==> config.mk <==
export PLATFORM = sky130hd
export DESIGN_NAME = acc_operand_sequencer_flat
export DESIGN_NICKNAME = d
export VERILOG_FILES = /design/src/rtl/ann_pkg.sv /design/src/rtl/acc_operand_sequencer_if.sv /design/src/rtl/term_product.sv /design/src/rtl/acc_operand_sequencer.sv /design/src/flat_wrapper.sv
export SDC_FILE = /design/constraint.sdc
export NUM_CORES = 1
export LEC_CHECK = 0
export ABC_CLOCK_PERIOD_IN_PS = 6400
export CAP_MARGIN = 20
export CELL_PAD_IN_SITES_DETAIL_PLACEMENT = 0
export CELL_PAD_IN_SITES_GLOBAL_PLACEMENT = 1
export CORE_ASPECT_RATIO = 0.7
export CORE_UTILIZATION = 36
export CTS_CLUSTER_SIZE = 8
export DETAILED_ROUTE_END_ITERATION = 7
export PLACE_DENSITY = 0.88
export SLEW_MARGIN = 5
export SYNTH_ARGS = -nofsm -noshare
export SYNTH_HDL_FRONTEND = slang
export SYNTH_SLANG_ARGS = --single-unit
==> constraint.sdc <==
create_clock -name clk -period 6.4 [get_ports clk]
set_input_delay 1.28 -clock clk [delete_from_list [all_inputs] [get_ports clk]]
set_output_delay 1.28 -clock clk [all_outputs]
set_load 0.005 [all_outputs]
### Gate families picked out, run 1

Drawn at 2 px/µm.
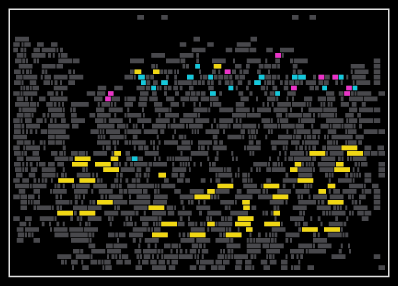
Key: non-inverting ao/oa cells = cyan [cells 18]; xor and xnor cells = magenta [cells 9]; mux cells = yellow [cells 46]
most numerous logic cell after layout: nand2_1
Final Non-Filler Cells: 1546
multi-input gate share of total cell area: 0.4698

### Signal wires on met1, run 1

Drawn at 2 px/µm. Supply wires on this layer in gray.
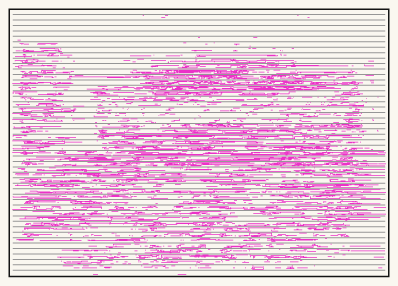
The wires run mostly horizontal. The longest straight run is 58.9 µm. The layer carries 11500 µm of wire.
total wire length: 23520 µm
met1 GRT Util: 0.2780
via count: 7539

### Wiring by layer, run 1

Drawn at 2 px/µm. Only two layers are drawn.
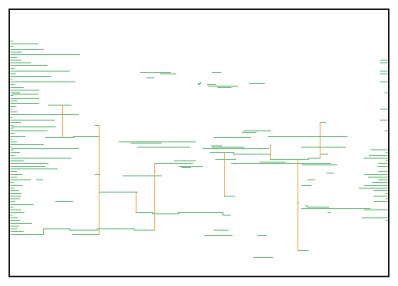
Key: M4 = orange [wire length 206 µm]; M3 = green [wire length 1660 µm]
DR WL/cell: 15.21 µm
total global-route track usage: 0.1982

==> qor.yml, run 1 <==
fin_tns_setup_ns: 0
path_class: "primary input to register"
overflow: 0
pwr_density_cell_mw_per_mm2: 379.3
top_cell: "nand2_1"
clk_share: 0.05112
worstPathRequired_ns: 6.72
place_area_mm2: 0.01112
path_cells: "clkdlybuf4s50_1 > mux2_2 > nand2_1 > fa_1 > inv_1 > fa_1 > inv_1 > fa_1 > inv_1 > fa_1 > inv_1 > fa_1 > inv_1 > ha_1 > a21oi_1 > nor2_1 > o31a_1 > a21boi_0 > mux2_2"
top_cells_by_count: "nand2_1, dfxtp_1, a21oi_1"
flops: 138
synth_area_leader_cell: "dfxtp_1"
htreeDepth: 4
ctsHoldBuffers: 0
top_usage_layer: "met2"
maxPowerGroup: "combinational cells"
synthMuxAreaShare: 0.09490
powerClk_mw: 1.01
seqCellArea_mm2: 0.002763
p_comb_frac: 0.555
ctsRootBufferMaster: "clkbuf_16"
postSynthSeqShare: 0.3137
syn2layout_area_growth_pct: 33.11
synth-simple-area-share: 0.1889
drt-initial-drc-count: 487
maxSlewHeadroom: 0.3593
ys.flop_type: "dfxtp_1"
ys_cells: 1017
routedLengthMet1_um: 11450
seqAreaFraction: 0.2356
clk_latency_ns: 0.44
rsz0062_at_grt: "no"
dr.pass1.iters: 5
cts_buffers: 17
synth_area_mm2: 0.008807
path_clk_slew_ns: 0.06
yosys.area_share.aoi: 0.1119
synth_top_area_share: 0.3137
cp_slowest_cell: "clkdlybuf4s50_1"
syn-num-nets: 1249
powerComb_mw: 2.47
crit_path_end_kind: "register"
diodes: 0
crit_path_max_incr_delay_ns: 0.56
grt_pass1_vias: 7601
p_int_mw: 2.721
finalClockSkew_ns: 0.01335
fin_crit_sh: 0.9471
tightest_slew_ns: 0.9610
top_logic_kind: "adder cells"
post-place-ws_ns: -0.08018
clkbuf_count: 17
mostFrequentLayoutCells: "nand2_1, clkdlybuf4s50_1, dfxtp_1, a21oi_1, inv_1"
top_layer: "met4"
top_cells_by_area: "dfxtp_1, fa_1, nand2_1"
sequentialPower_mw: 0.963
clock_power_share: 0.228
pwr-share-seq: 0.217
place_inst: 1514
warnings: 26
wl_met2_um: 10200
ioPinCount: 170
reg2reg_slack_ns: 0.34
final-hold-violation-count: 0
cp_top_family: "adder cells"
hold-path-cell-count: 2
cp.arrival_ns: 6.38
route.detailed.drc: 0
yosysWarningCount: 0
finalPower_mw: 4.447
final_util: 0.4923
setup_violations: 0
place_hpwl_um: 17770
comb_cells: 746
hp-class: "register to register"
mi_logic_area_mm2: 0.005508
switchingPower_mw: 1.726
fp.dieH_um: 132.9
syn_avg_cell_area_um2: 8.660
worst-path-stages: 19
clk_path_buf_depth: 2
final_area_mm2: 0.01172
adder_share: 0.2205
final_net_count: 1447
synth.distinct_cells: 54
rr_worst_depth: 20
gp_congestion: 0.8911
xor_share: 0.008950
grt_pass1_wl_um: 39020
rows: 47
critPathMaxFanout: 4
grt_max_degree: 91
chipArea_mm2: 0.02510
netlist_instances: 1017
drv_cap: 0
dominant_cells: "combinational gates"
routed_via_density: 4.876
drive_gt1_frac: 0.1148
synth_flops: 138
peakVddDrop_mv: 0.3048
initial_core_util: 0.3698
bufAreaShareNonClock: 0.1823
slew_violations: 0
edf_count: 0
cp_num_buf_inv: 6
wl_met3_um: 1660
die_w_um: 188.9
worst_slack_ns: 0.3385
p_leak_nw: 5.002
yosys_area_mm2: 0.008807
min_period_ns: 6.061
portBuffers: 169
clock_sinks: 138
ant_nets: 0
core_area_mm2: 0.02382
cts_setup_buffers: 0
synthArstFlopShare: 0
outcome: "completed"
n_all_buffers: 227
n_all_inverters: 85
cts_tree: "built"
met2_usage: 0.3031
fin_hold_ws_ns: 0.4509
### Track usage over the die, run 1

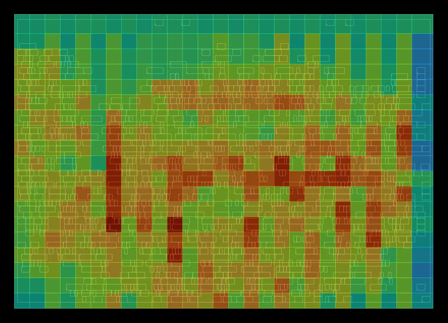

==> run 2, diff against run 1 <==
- CORE_UTILIZATION: 36 -> 37
- SYNTH_HIERARCHICAL: unset -> 1
### Track usage over the die, run 2

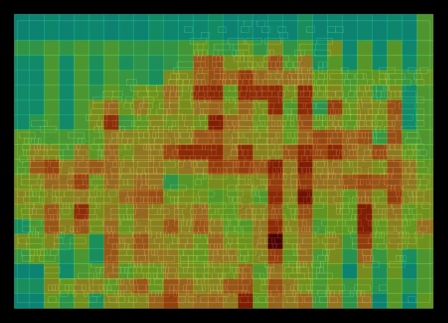
GRT met2 Usage: 0.3197
GR peak layer: met2
total global-route track usage: 0.2071
final core utilization: 0.5166
met1 GRT Util: 0.2819

==> run 2 against run 1 <==
Net effect: fmax fell by 5.2%; clock-buffer cell count is 7 higher; combinational power grew 56%; synthesized cell count rose by 5.9%; critical path type unchanged; sequential share of layout area fell by 2.1 points; area after synthesis up 8.1%; sequential power about the same; die area increased by 5.1%; largest cell class unchanged; critical path depth unchanged.
==> qor.yml, run 2 <==
path_clk_slew_ns: 0.06
overflow: 0
routed_via_density: 5.111
drv_cap: 0
cp_top_family: "adder cells"
rsz0062_at_grt: "yes"
reg2reg_slack_ns: 0.42
flops: 138
crit_path_end_kind: "register"
yosys.area_share.aoi: 0.1021
syn2layout_area_growth_pct: 35.22
worst-path-stages: 19
initial_core_util: 0.3820
wl_met3_um: 2140
die_w_um: 193.7
ys_cells: 1077
clk_path_buf_depth: 2
clock_sinks: 138
wl_met2_um: 11670
outcome: "completed"
ant_nets: 0
worstPathRequired_ns: 6.69
cp_num_buf_inv: 5
grt_pass1_wl_um: 43130
path_class: "primary input to register"
n_all_buffers: 262
route.detailed.drc: 0
gp_congestion: 0.8530
seqAreaFraction: 0.2146
hold-path-cell-count: 2
place_inst: 1597
edf_count: 0
portBuffers: 169
top_cells_by_area: "dfxtp_1, fa_1, nand2_1"
top_layer: "met5"
core_area_mm2: 0.02492
finalClockSkew_ns: 0.01186
dr_total_vias: 8367
maxPowerGroup: "combinational cells"
synth_area_mm2: 0.009522
critPathMaxFanout: 5
finalPower_mw: 5.770
cp_slowest_cell: "mux4_2"
slew_violations: 0
p_comb_frac: 0.667
comb_cells: 808
lay_top_count: "nand2_1"
synthMuxAreaShare: 0.1452
drt-initial-drc-count: 481
n_all_inverters: 73
powerComb_mw: 3.85
place_hpwl_um: 19110
place_area_mm2: 0.01203
synth_area_leader_cell: "dfxtp_1"
maxSlewHeadroom: 0.2887
final_area_mm2: 0.01287
ctsRootBufferMaster: "clkbuf_16"
fin_tns_setup_ns: 0
ioPinCount: 170
ys.flop_type: "dfxtp_1"
cp.arrival_ns: 6.68
clk_latency_ns: 0.43
warnings: 27
yosysWarningCount: 6
### Gate families picked out, run 2

Drawn at 2 px/µm.
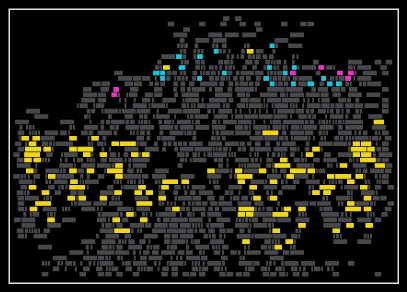
Key: xor and xnor cells = magenta [cells 7]; non-inverting ao/oa cells = cyan [cells 20]; mux cells = yellow [cells 104]
multi-input gate share of total cell area: 0.4987
Final Non-Filler Cells: 1637

No activity file was given, so power comes from the tool's default toggle rates.
